Fig. 1: run 1, routing congestion map
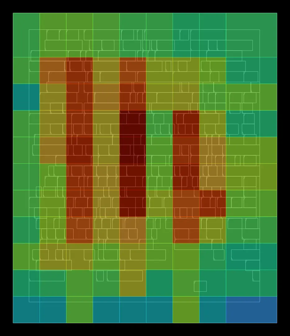
Fig. 2: run 1, wiring by layer
The bar under the picture is 20 microns long.
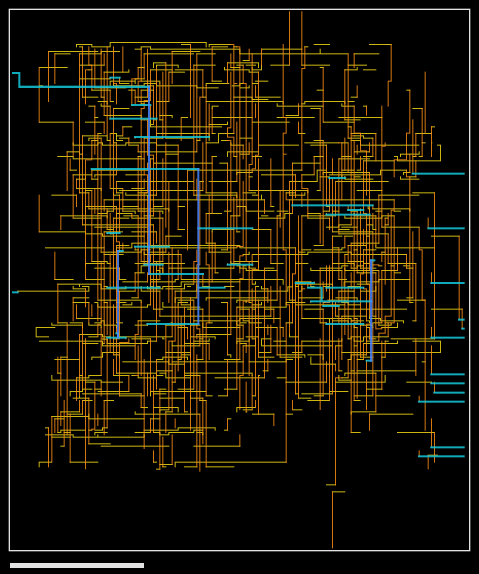
Fig. 3: run 1, cells colored by class
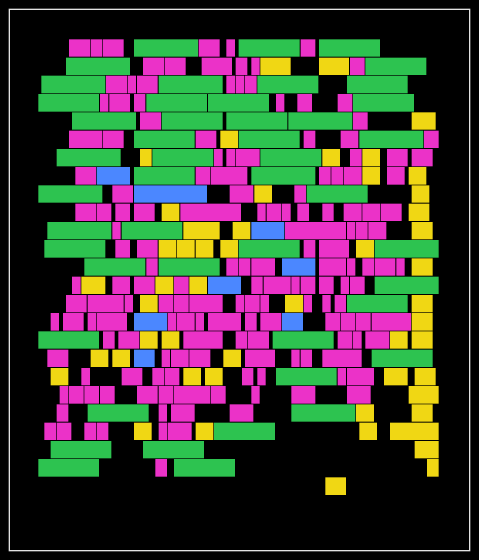
Fig. 4: run 1, clock wires, drivers and flops
The bar under the picture is 20 microns long.
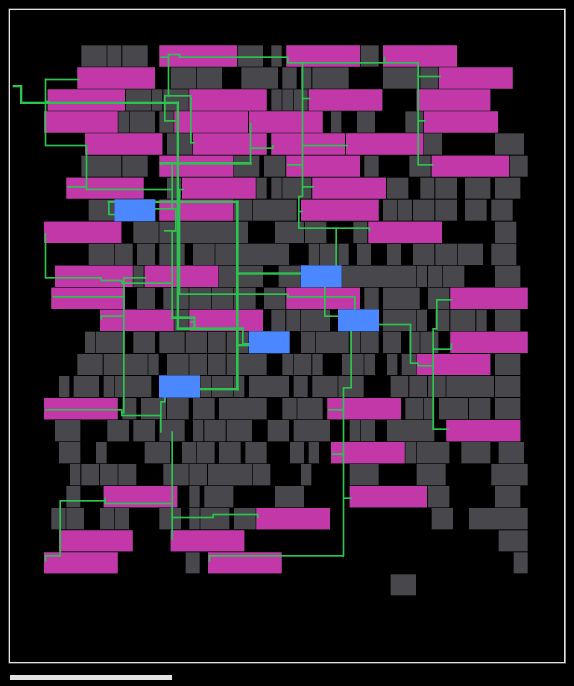
File: src/rtl/logic_net_driver.sv
// logic_net_driver: LFSR stimulus driver and self-checker for the logic_net netlist
// (OUT = NAND(FF(IN1), IN2), registered). Optional first-failure capture: LOGIC_NET_DRV_FIRST_FAIL_EN.
module logic_net_driver #(
  parameter int unsigned       LFSR_W      = 16,
  parameter logic [LFSR_W-1:0] SEED        = 16'hACE1,
  parameter int unsigned       NUM_VECTORS = 256,
  parameter int unsigned       ERR_CNT_W   = 8
) (
  input  logic                 Clk,
  input  logic                 Rst_n,
  input  logic                 start,
  output logic                 IN1_o,
  output logic                 IN2_o,
  input  logic                 OUT_i,
  output logic                 busy,
  output logic                 done,
  output logic                 pass,
  output logic [ERR_CNT_W-1:0] err_count
`ifdef LOGIC_NET_DRV_FIRST_FAIL_EN
  ,output logic                 fail_valid
  ,output logic [$clog2(NUM_VECTORS)-1:0] fail_idx
`endif
);

  localparam int unsigned          CNT_W    = $clog2(NUM_VECTORS);
  localparam logic [CNT_W-1:0]     LAST_VEC = CNT_W'(NUM_VECTORS - 1);
  localparam logic [CNT_W-1:0]     CNT_ONE  = CNT_W'(1);
  localparam logic [ERR_CNT_W-1:0] ERR_ONE  = ERR_CNT_W'(1);
  localparam logic [LFSR_W-1:0]    POLY     = LFSR_W'(16'hB400);

  typedef enum logic [1:0] {S_IDLE, S_RUN, S_DRAIN, S_DONE} state_t;

  state_t            r_state;
  logic [LFSR_W-1:0] r_lfsr;
  logic [CNT_W-1:0]  r_vec_cnt;
  logic [CNT_W-1:0]  r_chk_idx;
  logic [1:0]        r_drain_cnt;
  logic              r_in1_d1;
  logic              r_in1_d2;
  logic              r_in2_d1;
  logic [2:0]        r_chk_pipe;

  logic [LFSR_W-1:0] w_lfsr_next;
  logic              w_expect;
  logic              w_mismatch;
  logic              w_chk_en;
  logic              w_chk_new;

  assign w_lfsr_next = r_lfsr[0] ? ((r_lfsr >> 1) ^ POLY) : (r_lfsr >> 1);
  // Sample at end of cycle k+2 checks IN1[k] (two cycles back) against IN2[k+1] (one back).
  assign w_expect    = ~(r_in1_d2 & r_in2_d1);
  assign w_chk_new   = (r_state == S_RUN) && (r_vec_cnt != LAST_VEC);
  assign w_chk_en    = r_chk_pipe[2];

`ifdef SYNTHESIS
  assign w_mismatch = (OUT_i != w_expect);
`else
  // X/Z on OUT_i counts as a mismatch in simulation.
  assign w_mismatch = (OUT_i !== w_expect);
`endif

  always_ff @(posedge Clk or negedge Rst_n) begin
    if (!Rst_n) begin
      r_state     <= S_IDLE;
      r_lfsr      <= SEED;
      r_vec_cnt   <= '0;
      r_chk_idx   <= '0;
      r_drain_cnt <= '0;
      r_in1_d1    <= 1'b0;
      r_in1_d2    <= 1'b0;
      r_in2_d1    <= 1'b0;
      r_chk_pipe  <= '0;
      IN1_o       <= 1'b0;
      IN2_o       <= 1'b0;
      busy        <= 1'b0;
      done        <= 1'b0;
      pass        <= 1'b0;
      err_count   <= '0;
`ifdef LOGIC_NET_DRV_FIRST_FAIL_EN
      fail_valid  <= 1'b0;
      fail_idx    <= '0;
`endif
    end else begin
      r_in1_d1   <= IN1_o;
      r_in1_d2   <= r_in1_d1;
      r_in2_d1   <= IN2_o;
      r_chk_pipe <= {r_chk_pipe[1:0], w_chk_new};

      if (w_chk_en) begin
        r_chk_idx <= r_chk_idx + CNT_ONE;
        if (w_mismatch) begin
          if (err_count != '1) begin
            err_count <= err_count + ERR_ONE;
          end
`ifdef LOGIC_NET_DRV_FIRST_FAIL_EN
          if (!fail_valid) begin
            fail_valid <= 1'b1;
            fail_idx   <= r_chk_idx;
          end
`endif
        end
      end

      case (r_state)
        S_IDLE, S_DONE: begin
          if (start) begin
            r_state     <= S_RUN;
            r_lfsr      <= SEED;
            r_vec_cnt   <= '0;
            r_chk_idx   <= '0;
            r_drain_cnt <= '0;
            r_in1_d1    <= 1'b0;
            r_in1_d2    <= 1'b0;
            r_in2_d1    <= 1'b0;
            r_chk_pipe  <= '0;
            done        <= 1'b0;
            pass        <= 1'b0;
            err_count   <= '0;
`ifdef LOGIC_NET_DRV_FIRST_FAIL_EN
            fail_valid  <= 1'b0;
            fail_idx    <= '0;
`endif
          end
        end
        S_RUN: begin
          IN1_o  <= r_lfsr[0];
          IN2_o  <= r_lfsr[1];
          busy   <= 1'b1;
          r_lfsr <= w_lfsr_next;
          if (r_vec_cnt == LAST_VEC) begin
            r_state     <= S_DRAIN;
            r_drain_cnt <= '0;
          end else begin
            r_vec_cnt <= r_vec_cnt + CNT_ONE;
          end
        end
        S_DRAIN: begin
          // Pins lag the state by one edge, so the third DRAIN edge closes the run.
          IN1_o <= 1'b0;
          IN2_o <= 1'b0;
          if (r_drain_cnt == 2'd2) begin
            busy    <= 1'b0;
            done    <= 1'b1;
            pass    <= (err_count == '0);
            r_state <= S_DONE;
          end else begin
            r_drain_cnt <= r_drain_cnt + 2'd1;
          end
        end
        default: r_state <= S_IDLE;
      endcase
    end
  end

endmodule
File: config.mk
export PLATFORM = sky130hd
export DESIGN_NAME = logic_net_driver
export DESIGN_NICKNAME = d
export VERILOG_FILES = /design/src/rtl/logic_net_driver.sv
export SDC_FILE = /design/constraint.sdc
export NUM_CORES = 1
export LEC_CHECK = 0
export CAP_MARGIN = 40
export CORE_ASPECT_RATIO = 1.2
export CORE_MARGIN = 4
export CORE_UTILIZATION = 52
export CTS_CLUSTER_SIZE = 12
export DETAILED_ROUTE_END_ITERATION = 6
export PLACE_DENSITY = 0.81
export SLEW_MARGIN = 5
export SYNTH_ARGS = -nofsm -noshare
export SYNTH_HDL_FRONTEND = slang
export SYNTH_SLANG_ARGS = --single-unit
File: constraint.sdc
create_clock -name Clk -period 1.55 [get_ports Clk]
set_input_delay 0.2325 -clock Clk [delete_from_list [all_inputs] [get_ports Clk]]
set_output_delay 0.2325 -clock Clk [all_outputs]
set_load 0.02 [all_outputs]
==> impl_metrics.env, run 1 <==
# yosys + openroad results
export IMPL_skew_ns=0.00643
export IMPL_synth_edff_count=0
export IMPL_gr_total_overflow=0
export IMPL_fmax_mhz=578
export IMPL_p_sw_mw=2.12
export IMPL_r2r_end="r_vec_cnt[7]"
export IMPL_outcome="complete, but fails checks"
export IMPL_yosysWarnings=0
export IMPL_synth_cells=218
export IMPL_gp_congestion=0.805
export IMPL_crit_fanout=5
export IMPL_clk_pin_slew_worst_paths_ns=0.10
export IMPL_cts_resized=20
export IMPL_ys_cells=218
export IMPL_drt_vias_per_instance=5.94
export IMPL_p_sw_share_pct=38.3
export IMPL_ys_seq_share_pct=52.1
export IMPL_reg2reg_slack_ns=-0.18
export IMPL_num_vias=1923
export IMPL_worst_r2r_cell_count=6
export IMPL_clkSinkCount=47
export IMPL_drc_errors=0
export IMPL_comb_power_share_pct=47.7
export IMPL_required_ns=1.78
export IMPL_fin_ws_ns=-0.181
export IMPL_cts_setup_buffers=0
export IMPL_synth_cell_types=43
export IMPL_intPower_mw=3.41
export IMPL_num_rows=26
export IMPL_finalSetupTns_ns=-1.25
export IMPL_syn_mean_instance_area_sq_um=10.4
export IMPL_setup_violations_final=18
export IMPL_synth_area_sq_um=2280
export IMPL_final_layout_size_suffix_gt1_share_pct=31.3
export IMPL_finalClockPeriodUsage_pct=112
export IMPL_violations="setup timing"
export IMPL_place_worst_setup_slack_ns=-0.260
export IMPL_p_leak_nw=1.39
export IMPL_finalHoldViolCount=0
Back to the opening pictures, Fig. 1:
Final Core Density: 70.3%
Total GRT Usage: 21.1%
Wirelength per Cell: 16.6 microns
GRT met2 Usage: 36.9%

Back to the opening pictures, Fig. 2:
legend:
  blue:
    layer: metal 4
    wire_length: 78.9 microns
  cyan:
    layer: metal 3
    wire_length: 223 microns
  yellow:
    layer: metal 1
    wire_length: 2170 microns
  orange:
    layer: metal 2
    wire_length: 2910 microns

Back to the opening pictures, Fig. 3:
legend:
  magenta:
    class: combinational and other logic
    cells: 162
  yellow:
    class: remaining buffers and delay cells
    cells: 51
  blue:
    class: clock drivers and dummy loads
    cells: 8
  green:
    class: sequential cells
    cells: 47

Back to the opening pictures, Fig. 4:
legend:
  blue:
    item: clock drivers
    count: 5
  magenta:
    item: flip-flops
    count: 47
  green:
    item: clock wires
    length: 590 microns
flops lie: all over the die
routed clock nets: 6

[run 1: cell families (layout without fill, tap and decap cells)]
group / count (synthesis) / after routing / share of synthesized area (%)
simple gates: 75 / 75 / 17.4
compound gates: 60 / 60 / 18.4
flops: 47 / 47 / 52.1
buf+inv: 18 / 68 / 3.74
fa+ha+maj: 7 / 7 / 3.85
xor+xnor: 6 / 6 / 2.31
mux: 5 / 5 / 2.20
[run 1: stage by stage]
| stage | std cells | total power [mW] |
|---|---|---|
| 6_report | 324 | 5.52 |
| 2_1_floorplan | 218 | 3.38 |
| 4_1_cts | 318 | 5.26 |
| 5_1_grt | 324 | 5.87 |
| 3_3_place_gp | 308 | 4.12 |
| 3_5_place_dp | 308 | 4.21 |
[run 1: power by group through the flow]
stage / combinational [mW] / clock [mW] / sequential, mW
6_report: 2.63 / 0.947 / 1.94
5_1_grt: 2.87 / 1.02 / 1.98
3_5_place_dp: 2.26 / 0 / 1.94
2_1_floorplan: 1.46 / 0 / 1.92
4_1_cts: 2.38 / 0.954 / 1.93
3_3_place_gp: 2.19 / 0 / 1.93
[run 1: layout make-up]
| cell class | instances | area [sq um] |
|---|---|---|
| Multi-Input combinational cell | 153 | 1130 |
| Clock buffer | 5 | 68.8 |
| Inverter | 9 | 33.8 |
| Fill cell | 298 | 1250 |
| Sequential cell | 47 | 1190 |
| Clock inverter | 3 | 47.5 |
| Timing Repair Buffer | 51 | 434 |
| Tap cell | 56 | 70.1 |
[run 1: critical path: stages, from the launching register on]
cell     delay [ns]
dfrtp_1        0.43
inv_2          0.08
ha_4           0.26
mux2i_2        0.17
a211o_1        0.29
or3_1          0.32
a21oi_1        0.13
[run 1: synth_stat cells, types with 4 or more instances]
cell type   n  area share (%)
a21oi_1    12             2.6
a22o_1      9             3.5
a31oi_1     5             1.4
and2_1      6             1.6
and3_1      6             1.6
clkbuf_1    4            0.66
dfrtp_1    39              43
dfstp_2     8             9.2
ha_1        7             3.8
inv_1       9             1.5
mux2i_1     5             2.2
nand2_1    16             2.6
nand3_1    10             2.2
nor2_1     15             2.5
nor3_1      4            0.88
o21ai_0    11             2.4
o22a_1      6             2.3
xnor2_1     5             1.9
[run 1: worst max path at each step]
stage / startpoint / end / slack (ns) / cells past startpoint
after global routing: r_state[0] / r_vec_cnt[7] / -0.27 / 6
after global placement: OUT_i / err_count[5] / -0.23 / 5
after CTS: r_state[0] / r_vec_cnt[5] / -0.14 / 6
after detailed placement: OUT_i / err_count[4] / -0.26 / 5
after floorplan: r_vec_cnt[0] / r_vec_cnt[5] / -0.02 / 5
final: r_state[0] / r_vec_cnt[7] / -0.18 / 6
[run 1: routing by layer]
metal  track usage (%)  up-vias  share of wire, %
met5                 0        -                 0
met4              7.75        0               1.4
met3              4.20       11               4.1
met2              36.9       61                54
met1              25.0      949                40
li1                  -      902                 -
[run 1: state kept, by name, indices dropped and copies added, names as in the netlist]
signal       cells
r_in2_d1         1
r_drain_cnt      2
IN1_o            1
r_vec_cnt        8
r_state          2
IN2_o            1
busy             1
r_in1_d1         1
err_count        8
r_in1_d2         1
pass             1
r_chk_pipe       3
r_lfsr          16
done             1
==> inputs of run 2 (changes only) <==
Settings changed: MAX_ROUTING_LAYER set to met4.
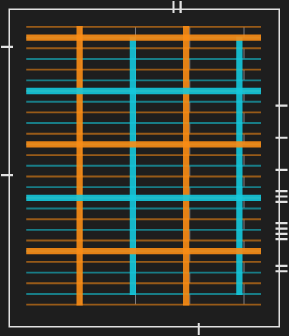
Fig. 5. Power grid (run 2).
Pins as bars on the die edge. Tap cells in gray.
legend:
  orange:
    net: VSS
  cyan:
    net: VDD
signal pins: 17
met5 straps: 5
met4 straps: 4
tap cells: 56
met1 rails: 27

==> impl_metrics.env, run 2 <==
# yosys + openroad results
export IMPL_required_ns=1.79
export IMPL_crit_chain="inv_2, ha_4, mux2i_2, a211o_1, or3_1, a21oi_2"
export IMPL_cp_slowest_cell="dfrtp_2"
export IMPL_reg_top3="r_lfsr: 16 flops, err_count: 8 flops, r_vec_cnt: 8 flops"
export IMPL_yosysWarnings=0
export IMPL_p_leak_nw=1.38
export IMPL_p_sw_share_pct=38.8
export IMPL_synth_cells=218
export IMPL_critical_path_buf_inv_count=1
export IMPL_fmax_mhz=572
export IMPL_critical_path_max_stage_delay_ns=0.45
export IMPL_logic_area_sq_um=1170
export IMPL_finalSetupTns_ns=-1.71
export IMPL_gr_total_overflow=0
export IMPL_num_vias=1934
export IMPL_wl_per_cell_microns=17.0
export IMPL_ys_sh_mux_pct=2.20
export IMPL_synth_edff_count=0
export IMPL_largest_area_cell="dfrtp_1"
export IMPL_place_worst_setup_slack_ns=-0.260
export IMPL_clk_pin_slew_worst_paths_ns=0.10
export IMPL_synth_area_sq_um=2280
export IMPL_synthAoiAreaFrac_pct=18.4
export IMPL_largest_register="r_lfsr"
export IMPL_common_cells="dfrtp_1, nand2_1, nor2_1"
export IMPL_ys_cells=218
export IMPL_num_rows=26
export IMPL_gp_congestion=0.817
export IMPL_outcome="complete, but fails checks"
export IMPL_fin_ws_ns=-0.200
export IMPL_intPower_mw=3.41
export IMPL_yosysTopAreaCellShare_pct=42.9
export IMPL_yosys_area_share_xor_xnor_pct=2.31
export IMPL_reg2reg_slack_ns=-0.20
export IMPL_synth_cell_types=43
export IMPL_synthTopLogicFamily="AND-OR/OR-AND gates"
export IMPL_largest_reg_flops=16
export IMPL_setup_violations_final=29
export IMPL_p_sw_mw=2.16
export IMPL_syn_mean_instance_area_sq_um=10.4
export IMPL_drt_vias_per_instance=5.97
export IMPL_finalHoldViolCount=0
export IMPL_drc_errors=0
export IMPL_finalClockPeriodUsage_pct=113
export IMPL_comb_power_share_pct=48.0
export IMPL_violations="setup timing"
export IMPL_clkSinkCount=47
==> run 2: cell counts after synthesis <==
Identical to the previous run, type by type.
==> run 2: through the flow <==
stage	area, sq um	hold WS, ns	utilization (%)	std cells	total power [mW]
after floorplan	2330	-0.0631	-	218	3.38
after global placement	2710	0.231	64.1	308	4.12
after detailed placement	2710	0.233	64.1	308	4.21
after CTS	2860	0.438	67.6	318	5.26
after global routing	3020	0.466	71.3	324	5.91
final	3020	0.415	71.3	324	5.57
==> run 2: cells by family after synthesis <==
| kind of cell | after synthesis |
|---|---|
| AOI/OAI and AO/OA | 60 |
| adders and majority gates | 7 |
| DFF | 47 |
| buffers and inverters | 18 |
| muxes | 5 |
| and+or+nand+nor | 75 |
| xor gates and xnor gates | 6 |
==> run 2: path summary, 6_finish.rpt <==
check,end,cells past startpoint,from
max,r_vec_cnt[7],6,r_state[0]
min,pass,3,Rst_n
max reg2reg,r_vec_cnt[7],6,r_state[0]
min reg2reg,r_in1_d2,1,r_in1_d1
max in group asynchronous,r_lfsr[11],3,Rst_n
min in group Clk,r_in1_d2,1,r_in1_d1
==> run 2: power by group through the flow <==
stage	Sequential, mW	Combinational (mW)	Clock [mW]
2_1_floorplan	1.92	1.46	0
3_3_place_gp	1.93	2.19	0
3_5_place_dp	1.94	2.26	0
4_1_cts	1.93	2.38	0.954
5_1_grt	1.98	2.91	1.02
6_report	1.95	2.67	0.946
==> run 2: repair_timing <==
action / in CTS / in global routing
setup buffers: 0 / 6
hold buffers: 1 / 0
endpoints found under the hold margin: 39 / 0
cloned: 1 / 0
resized: 20 / 24
pin swaps: 0 / 1
endpoints found under the setup margin: 36 / 40
==> run 2: worst reg2reg max path, stage by stage, from the launching register on <==
cell and delay, ns:
dfrtp_2 0.45, inv_2 0.11, ha_4 0.22, mux2i_2 0.17, a211o_1 0.29, or3_1 0.33
a21oi_2 0.12
==> run 2: area by class of cell <==
class / count / area share (%)
clock inverter: 3 / 1.58
clock buffer: 5 / 2.28
sequential: 47 / 39.6
inverter: 9 / 1.24
tap: 56 / 2.32
timing repair buffer: 51 / 14.1
multi-input combinational: 153 / 38.8
==> run 2: metal layers <==
metal / global-route usage, % / share of wire, %
met5: - / 0
met4: 8.35 / 1.6
met3: 3.36 / 3.7
met2: 36.8 / 54
met1: 25.1 / 40
Power and IR drop assume default switching activity.
